**src/rtl/cpld_spi_reg_slave_pkg.sv**
```systemverilog
// Shared address map and FSM encoding for the CPLD SPI register responder.
package cpld_spi_reg_slave_pkg;

  localparam logic [6:0] ADDR_ID          = 7'h00;
  localparam logic [6:0] ADDR_STATUS_BASE = 7'h01;
  localparam logic [6:0] ADDR_CTRL_BASE   = 7'h40;

  // Bit-counter values at the last header bit and at the last frame bit.
  localparam logic [3:0] BIT_LAST_HDR = 4'd7;
  localparam logic [3:0] BIT_LAST     = 4'd15;

  typedef enum logic [2:0] {
    ST_IDLE = 3'd0,
    ST_ADDR = 3'd1,
    ST_LOAD = 3'd2,
    ST_DATA = 3'd3,
    ST_DONE = 3'd4
  } state_t;

endpackage

```
**src/rtl/cpld_spi_reg_slave_sync.sv**
```systemverilog
// Synchroniser chain for one SPI pin, with rise/fall detection on the synchronised level.
module cpld_spi_reg_slave_sync #(
  parameter int   STAGES  = 2,
  parameter logic RST_VAL = 1'b0
) (
  input  logic sysclk,
  input  logic reset_INV,
  input  logic i_d,
  output logic o_q,
  output logic o_rise,
  output logic o_fall
);

  logic [STAGES-1:0] r_chain;
  logic              r_prev;

  // Shift the pin through the chain and keep one extra copy for edge detection.
  always_ff @(posedge sysclk or negedge reset_INV) begin
    if (!reset_INV) begin
      r_chain <= {STAGES{RST_VAL}};
      r_prev  <= RST_VAL;
    end else begin
      r_chain <= {r_chain[STAGES-2:0], i_d};
      r_prev  <= r_chain[STAGES-1];
    end
  end

  assign o_q    = r_chain[STAGES-1];
  assign o_rise = o_q & ~r_prev;
  assign o_fall = ~o_q & r_prev;

endmodule

```
**src/rtl/cpld_spi_reg_slave.sv**
```systemverilog
// SPI mode-0 register responder: 16-bit frames {RnW, addr[6:0], data[7:0]},
// read-back of ID/status/control bytes, write commit into control bytes.
//
// state | meaning
// IDLE  | waiting for chip-select fall
// ADDR  | shifting in RnW + address (8 rising edges)
// LOAD  | selecting the byte to return, status snapshot taken here
// DATA  | shifting TX byte out on falls, write data in on rises
// DONE  | frame complete, extra SCLKs ignored until chip-select rises
module cpld_spi_reg_slave
  import cpld_spi_reg_slave_pkg::*;
#(
  parameter logic [7:0]            DEV_ID      = 8'hA5,
  parameter int                    NUM_STATUS  = 4,
  parameter int                    NUM_CTRL    = 4,
  parameter logic [8*NUM_CTRL-1:0] CTRL_RESET  = '0,
  parameter int                    SYNC_STAGES = 2
) (
  input  logic                    sysclk,
  input  logic                    reset_INV,
  input  logic                    spi_clk,
  input  logic                    spi_cs_INV,
  input  logic                    spi_mosi,
  output logic                    spi_miso,
  input  logic [8*NUM_STATUS-1:0] status_in,
  output logic [8*NUM_CTRL-1:0]   ctrl_out,
  output logic                    wr_strobe,
  output logic [6:0]              wr_addr,
  output logic                    frame_abort
);

  logic w_sclk_q, w_sclk_rise, w_sclk_fall;
  logic w_cs_q, w_cs_rise, w_cs_fall;
  logic w_mosi_q, w_mosi_rise, w_mosi_fall;
  logic w_unused_edges;

  cpld_spi_reg_slave_sync #(.STAGES(SYNC_STAGES), .RST_VAL(1'b0)) u_sync_sclk (
    .sysclk(sysclk), .reset_INV(reset_INV), .i_d(spi_clk),
    .o_q(w_sclk_q), .o_rise(w_sclk_rise), .o_fall(w_sclk_fall));

  // CS resets to the "selected" level so that releasing reset while the master
  // holds CS low does not look like a fresh CS fall; the frame must start over.
  cpld_spi_reg_slave_sync #(.STAGES(SYNC_STAGES), .RST_VAL(1'b0)) u_sync_cs (
    .sysclk(sysclk), .reset_INV(reset_INV), .i_d(spi_cs_INV),
    .o_q(w_cs_q), .o_rise(w_cs_rise), .o_fall(w_cs_fall));

  cpld_spi_reg_slave_sync #(.STAGES(SYNC_STAGES), .RST_VAL(1'b0)) u_sync_mosi (
    .sysclk(sysclk), .reset_INV(reset_INV), .i_d(spi_mosi),
    .o_q(w_mosi_q), .o_rise(w_mosi_rise), .o_fall(w_mosi_fall));

  assign w_unused_edges = w_sclk_q ^ w_cs_rise ^ w_mosi_rise ^ w_mosi_fall;

  state_t                r_state, w_next_state;
  logic [3:0]            r_bit_cnt;
  logic [7:0]            r_shift, r_tx;
  logic                  r_rnw;
  logic [6:0]            r_addr;
  logic                  r_miso, r_commit_pend, r_wr_strobe, r_frame_abort;
  logic [6:0]            r_wr_addr;
  logic [8*NUM_CTRL-1:0] r_ctrl;
  logic                  w_abort, w_commit, w_ctrl_hit;
  logic [7:0]            w_tx_byte;

  // Address decode: byte to return and whether the address is a control byte.
  always_comb begin
    w_tx_byte  = 8'h00;
    w_ctrl_hit = 1'b0;
    if (r_addr == ADDR_ID) w_tx_byte = DEV_ID;
    for (int k = 0; k < NUM_STATUS; k++)
      if (r_addr == ADDR_STATUS_BASE + 7'(k)) w_tx_byte = status_in[8*k +: 8];
    for (int k = 0; k < NUM_CTRL; k++)
      if (r_addr == ADDR_CTRL_BASE + 7'(k)) begin
        w_tx_byte  = r_ctrl[8*k +: 8];
        w_ctrl_hit = 1'b1;
      end
  end

  // State register.
  always_ff @(posedge sysclk or negedge reset_INV) begin
    if (!reset_INV) r_state <= ST_IDLE;
    else            r_state <= w_next_state;
  end

  // Next state; the 16th rising edge wins over a simultaneous CS rise.
  always_comb begin
    w_next_state = r_state;
    w_abort      = 1'b0;
    w_commit     = 1'b0;
    case (r_state)
      ST_IDLE: if (w_cs_fall) w_next_state = ST_ADDR;
      ST_ADDR: begin
        if (w_cs_q) begin
          w_abort      = 1'b1;
          w_next_state = ST_IDLE;
        end else if (w_sclk_rise && r_bit_cnt == BIT_LAST_HDR) begin
          w_next_state = ST_LOAD;
        end
      end
      ST_LOAD: begin
        if (w_cs_q) begin
          w_abort      = 1'b1;
          w_next_state = ST_IDLE;
        end else begin
          w_next_state = ST_DATA;
        end
      end
      ST_DATA: begin
        if (w_sclk_rise && r_bit_cnt == BIT_LAST) begin
          w_commit     = !r_rnw && w_ctrl_hit;
          w_next_state = ST_DONE;
        end else if (w_cs_q) begin
          w_abort      = 1'b1;
          w_next_state = ST_IDLE;
        end
      end
      ST_DONE: if (w_cs_q) w_next_state = ST_IDLE;
      default: w_next_state = ST_IDLE;
    endcase
  end

  // Frame datapath: bit counting, shifting, TX load, MISO, commit and pulses.
  always_ff @(posedge sysclk or negedge reset_INV) begin
    if (!reset_INV) begin
      r_bit_cnt     <= '0;
      r_shift       <= '0;
      r_tx          <= '0;
      r_rnw         <= 1'b0;
      r_addr        <= '0;
      r_miso        <= 1'b0;
      r_commit_pend <= 1'b0;
      r_wr_strobe   <= 1'b0;
      r_wr_addr     <= '0;
      r_frame_abort <= 1'b0;
      r_ctrl        <= CTRL_RESET;
    end else begin
      r_frame_abort <= w_abort;
      r_commit_pend <= w_commit;
      r_wr_strobe   <= r_commit_pend;
      if (r_state == ST_IDLE && w_cs_fall) r_bit_cnt <= '0;
      if ((r_state == ST_ADDR || r_state == ST_DATA) && w_sclk_rise) begin
        r_shift <= {r_shift[6:0], w_mosi_q};
        if (r_bit_cnt != BIT_LAST) r_bit_cnt <= r_bit_cnt + 4'd1;
      end
      if (r_state == ST_ADDR && w_sclk_rise && r_bit_cnt == BIT_LAST_HDR) begin
        r_rnw  <= r_shift[6];
        r_addr <= {r_shift[5:0], w_mosi_q};
      end
      if (r_state == ST_LOAD) r_tx <= w_tx_byte;
      if (w_next_state != ST_DATA) begin
        r_miso <= 1'b0;
      end else if (r_state == ST_DATA && w_sclk_fall) begin
        r_miso <= r_tx[7];
        r_tx   <= {r_tx[6:0], 1'b0};
      end
      if (r_commit_pend) begin
        r_wr_addr <= r_addr;
        for (int k = 0; k < NUM_CTRL; k++)
          if (r_addr == ADDR_CTRL_BASE + 7'(k)) r_ctrl[8*k +: 8] <= r_shift;
      end
    end
  end

  assign spi_miso    = r_miso;
  assign ctrl_out    = r_ctrl;
  assign wr_strobe   = r_wr_strobe;
  assign wr_addr     = r_wr_addr;
  assign frame_abort = r_frame_abort;

endmodule

```
**config.mk**
```make
export PLATFORM = sky130hd
export DESIGN_NAME = cpld_spi_reg_slave
export DESIGN_NICKNAME = d
export VERILOG_FILES = /design/src/rtl/cpld_spi_reg_slave_pkg.sv /design/src/rtl/cpld_spi_reg_slave_sync.sv /design/src/rtl/cpld_spi_reg_slave.sv
export SDC_FILE = /design/constraint.sdc
export NUM_CORES = 1
export LEC_CHECK = 0
export CAP_MARGIN = 20
export CORE_ASPECT_RATIO = 1.2
export CORE_MARGIN = 2
export CORE_UTILIZATION = 30
export DETAILED_ROUTE_END_ITERATION = 12
export HOLD_SLACK_MARGIN = 0.08
export SYNTH_ARGS = -nofsm -noshare
export SYNTH_HDL_FRONTEND = slang
export SYNTH_SLANG_ARGS = --single-unit
```
**constraint.sdc**
```tcl
create_clock -name sysclk -period 2.4 [get_ports sysclk]
set_input_delay 0.48 -clock sysclk [delete_from_list [all_inputs] [get_ports sysclk]]
set_output_delay 0.48 -clock sysclk [all_outputs]
set_load 0.03 [all_outputs]
```
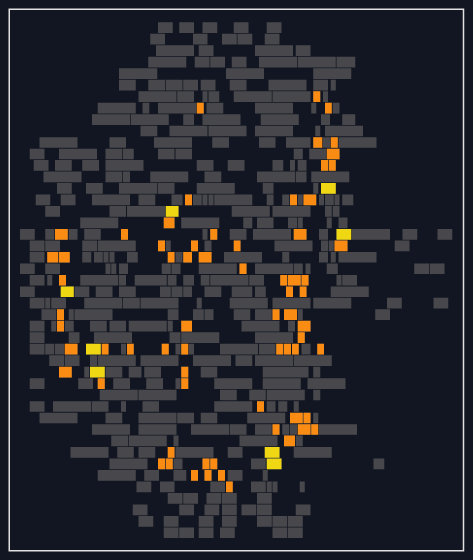
Figure 1: gate-type map.
Key: non-inverting ao/oa cells = yellow [cells 8, most used a221o_1]; aoi and oai cells = orange [cells 68, most used o21ai_0]

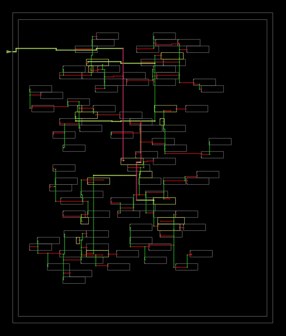
Figure 2: clock nets.
# clk buffers: 11
clock sink total: 82

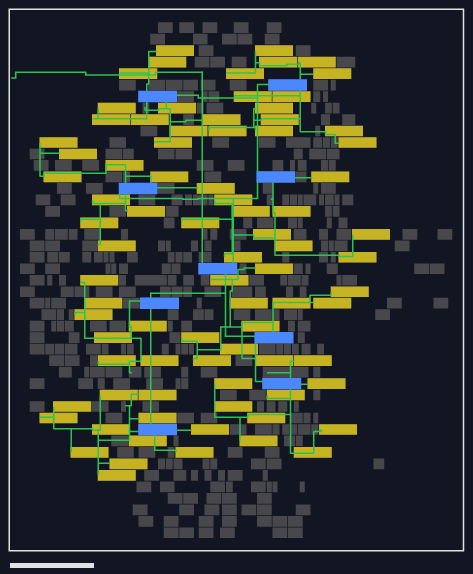
Figure 3: clock wires, drivers and flops.
The bar under the picture is 20 um long.
Key: clock-net drivers = blue [count 9]; clock wires = green [length 991 um]; flip-flops = yellow [count 82]
There are 10 routed clock nets.

==> flow_metrics.py <==
# Auto-generated metrics
metrics = {
    "outcome": {
        "status": "finished clean",
    },
    "synth": {
        "dominantRegCellSynth": "dfrtp_1",
        "ys_cells": 336,
        "top_logic_kind": "multiplexers",
        "numSynthFlops": 82,
        "yosysTopAreaCell": "dfrtp_1",
        "synthArstFlopShare_pct": 100.0,
        "ys_warn_count": 0,
        "yosysUniqueCellTypes": 48,
        "ys_chip_area_sq_um": 3841,
        "mux_share_pct": 18.14,
        "synthAoiAreaFrac_pct": 12.54,
        "xor_area_share_pct": 0.2280,
        "top_area_share_pct": 53.42,
        "simple_gate_share_pct": 13.19,
        "synth.net_count": 374,
        "syn-cell-area_sq_um": 3841,
        "yosys.stat.seqShare_pct": 53.42,
        "adder_share_pct": 0.3257,
        "avgSynthCellArea_sq_um": 11.43,
        "area_leaders": "dfrtp_1 (53%), mux2_2 (13%), o21ai_0 (3.8%)",
        "edf_count": 0,
        "syn_inst": 336,
    },
    "detailed_routing": {
        "highest_layer": "met4",
        "wl_met1_um": 4447,
        "num_vias": 3032,
        "ant_nets": 0,
        "drt_pass1_iterations": 5,
        "drc_errors": 0,
        "vias_per_cell": 5.113,
        "wl_per_cell_um": 17.91,
        "dr_wl_met3_um": 549,
        "drt-total-wl_um": 10620,
        "wl_met2_um": 5472,
        "dr.first_iter.drc_count": 129,
    },
    "global_routing": {
        "busiest_layer": "met2",
        "grt_start_max_net_pins": 46,
        "grt_use_total_pct": 16.08,
        "grt_pass1_vias": 3073,
        "grtUsageMet2_pct": 27.92,
        "antenna_found_initial": 0,
        "grt_overflow": 0,
        "grt_first_pass_wirelength_um": 16750,
        "met1_usage_pct": 19.23,
        "met3_usage_pct": 4.575,
    },
    "power": {
        "p_clk_share_pct": 43.7,
        "p_comb_uw": 183,
        "power.switching_uw": 716.5,
        "intPower_uw": 2382,
        "pg_clk_uw": 1360,
        "peakVddDrop_uv": 351.1,
        "pwr-share-comb_pct": 5.9,
        "p_per_area_nw_per_um2": 600.1,
        "p_seq_share_pct": 50.4,
        "p_seq_uw": 1560,
        "leakage_uw": 0.002250,
        "maxPowerGroup": "sequential cells",
        "swShare_pct": 23.13,
    },
    "placement": {
        "dp_hpwl_um": 7923,
        "dp.cells": 577,
        "gp_congestion": 0.8221,
        "io_buffers": 78,
        "pre_cts_ws_ps": 422.9,
    },
    "cells_and_area": {
        "nets": 462,
        "postLayoutCoreUtil_pct": 41.12,
        "final_cell_mix": "dfrtp_1 (82), clkdlybuf4s50_1 (77), mux2_2 (45)",
        "antenna_cells": 0,
        "area_growth_pct": 34.40,
        "fin_cells": 593,
        "largest_reg_flops": 32,
        "drive_gt1_share_pct": 18.88,
    },
    "sta": {
        "clock_skew_ps": 5.588,
        "grt_setup_unrepaired": "no",
        "worst_slew_pin_slew_ps": 586.6,
        "fin_crit_sh_pct": 83.46,
        "period_needed_ps": 2003,
        "holdWs_ps": 151.2,
        "finalSetupTns_ps": 0,
        "setup_slack_ps": 396.9,
        "slew_viol_final": 0,
        "max_freq_mhz": 499.2,
        "hold_violations": 0,
        "finalSetupViolCount": 0,
        "slew-limit-headroom_pct": 60.89,
    },
    "worst_setup_path": {
        "setup.worst_path.start_class": "flop",
        "arrival_ps": 2220,
        "slowest_delay_ps": 460,
        "path_depth": 4,
        "critPathSlowestCell": "nor3_4",
        "path_class": "reg2reg",
        "worstSetupEndpointType": "flop",
        "cp_top_family": "simple AND/OR/NAND/NOR gates",
        "reg2reg_to": "r_addr[2]$_DFFE_PN0P_",
        "crit_buf_inv": 0,
        "r2r_start": "r_state[0]$_DFF_PN0_",
        "crit_chain": "nand3b_1 > or3_4 > nor3_4 > mux2_2",
        "cp-endpoint": "r_addr[2]$_DFFE_PN0P_",
        "path_max_fanout": 10,
        "reg2reg_slack_ps": 400,
        "crit_start": "r_state[0]$_DFF_PN0_",
        "worst-r2r-cell-count": 4,
        "required_ps": 2620,
    },
    "floorplanning": {
        "fp_util_pct": 30.59,
        "die_w_um": 107.3,
        "pin_count": 79,
        "dieHeight_um": 128.0,
        "num_rows": 45,
        "core-area_sq_um": 12560,
        "die_area_sq_um": 13730,
    },
    "clock_network": {
        "h-tree-depth": 3,
        "ctsHoldBuffers": 0,
        "clk_latency_ps": 330,
        "clkTransAtPathRegs_ps": 60,
        "cts_setup_buffers": 0,
        "cts-buffers-inserted": 9,
        "cts_root_buffer": "clkbuf_16",
        "cts_resized": 0,
        "cts.path.max_buffers": 2,
    },
    "worst_hold_path": {
        "holdCritPathClass": "in2async",
    },
    "flow_run": {
        "warnings": 26,
        "cap_violations": 0,
    },
}
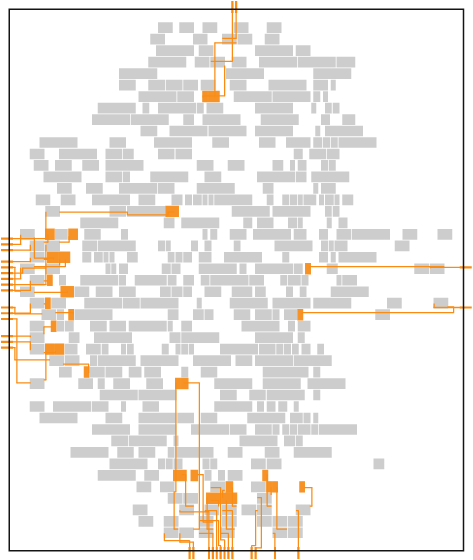
Figure 4: nets reached from selected ports.
Key: status_in = orange [bits 32, direction input, edge 15 left, 13 bottom, 2 top, 2 right, end cells 28, buffers 32, wire 660 um]

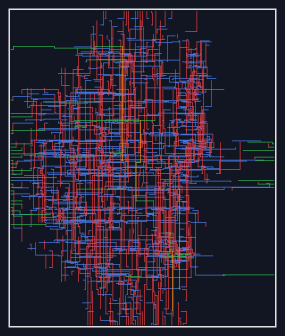
Figure 5: metal layers overlaid.
Key: M4 = orange [wire length 150 um]; M1 = blue [wire length 4450 um]; M2 = red [wire length 5470 um]; M3 = green [wire length 550 um]

layout make-up:
type	count	area, sq um
Multi-Input combinational cell	235	1707
Timing Repair Buffer	93	890.9
Clock inverter	5	53.80
Fill cell	1227	7393
Sequential cell	82	2052
Clock buffer	11	242.7
Inverter	3	11.26
Tap cell	164	205.2
cells in the mapped netlist, drive strengths merged, types with 5 or more instances:
library cell and number:
dfrtp 82, mux2 53, o21ai 29, nand2 22
a21oi 19, nor2 18, nand3 11, mux2i 10
nor2b 10, buf 8, clkbuf 8, nor3 8
and3 6, nand2b 5
through the flow:
stage               cell area [sq um]  power [uW]
floorplan                        3841        1600
global placement                 4866        1763
detailed placement               4866        1770
CTS                              5162        3134
global route                     5162        3225
finish                           5162        3098
No activity file was given, so power comes from the tool's default toggle rates.
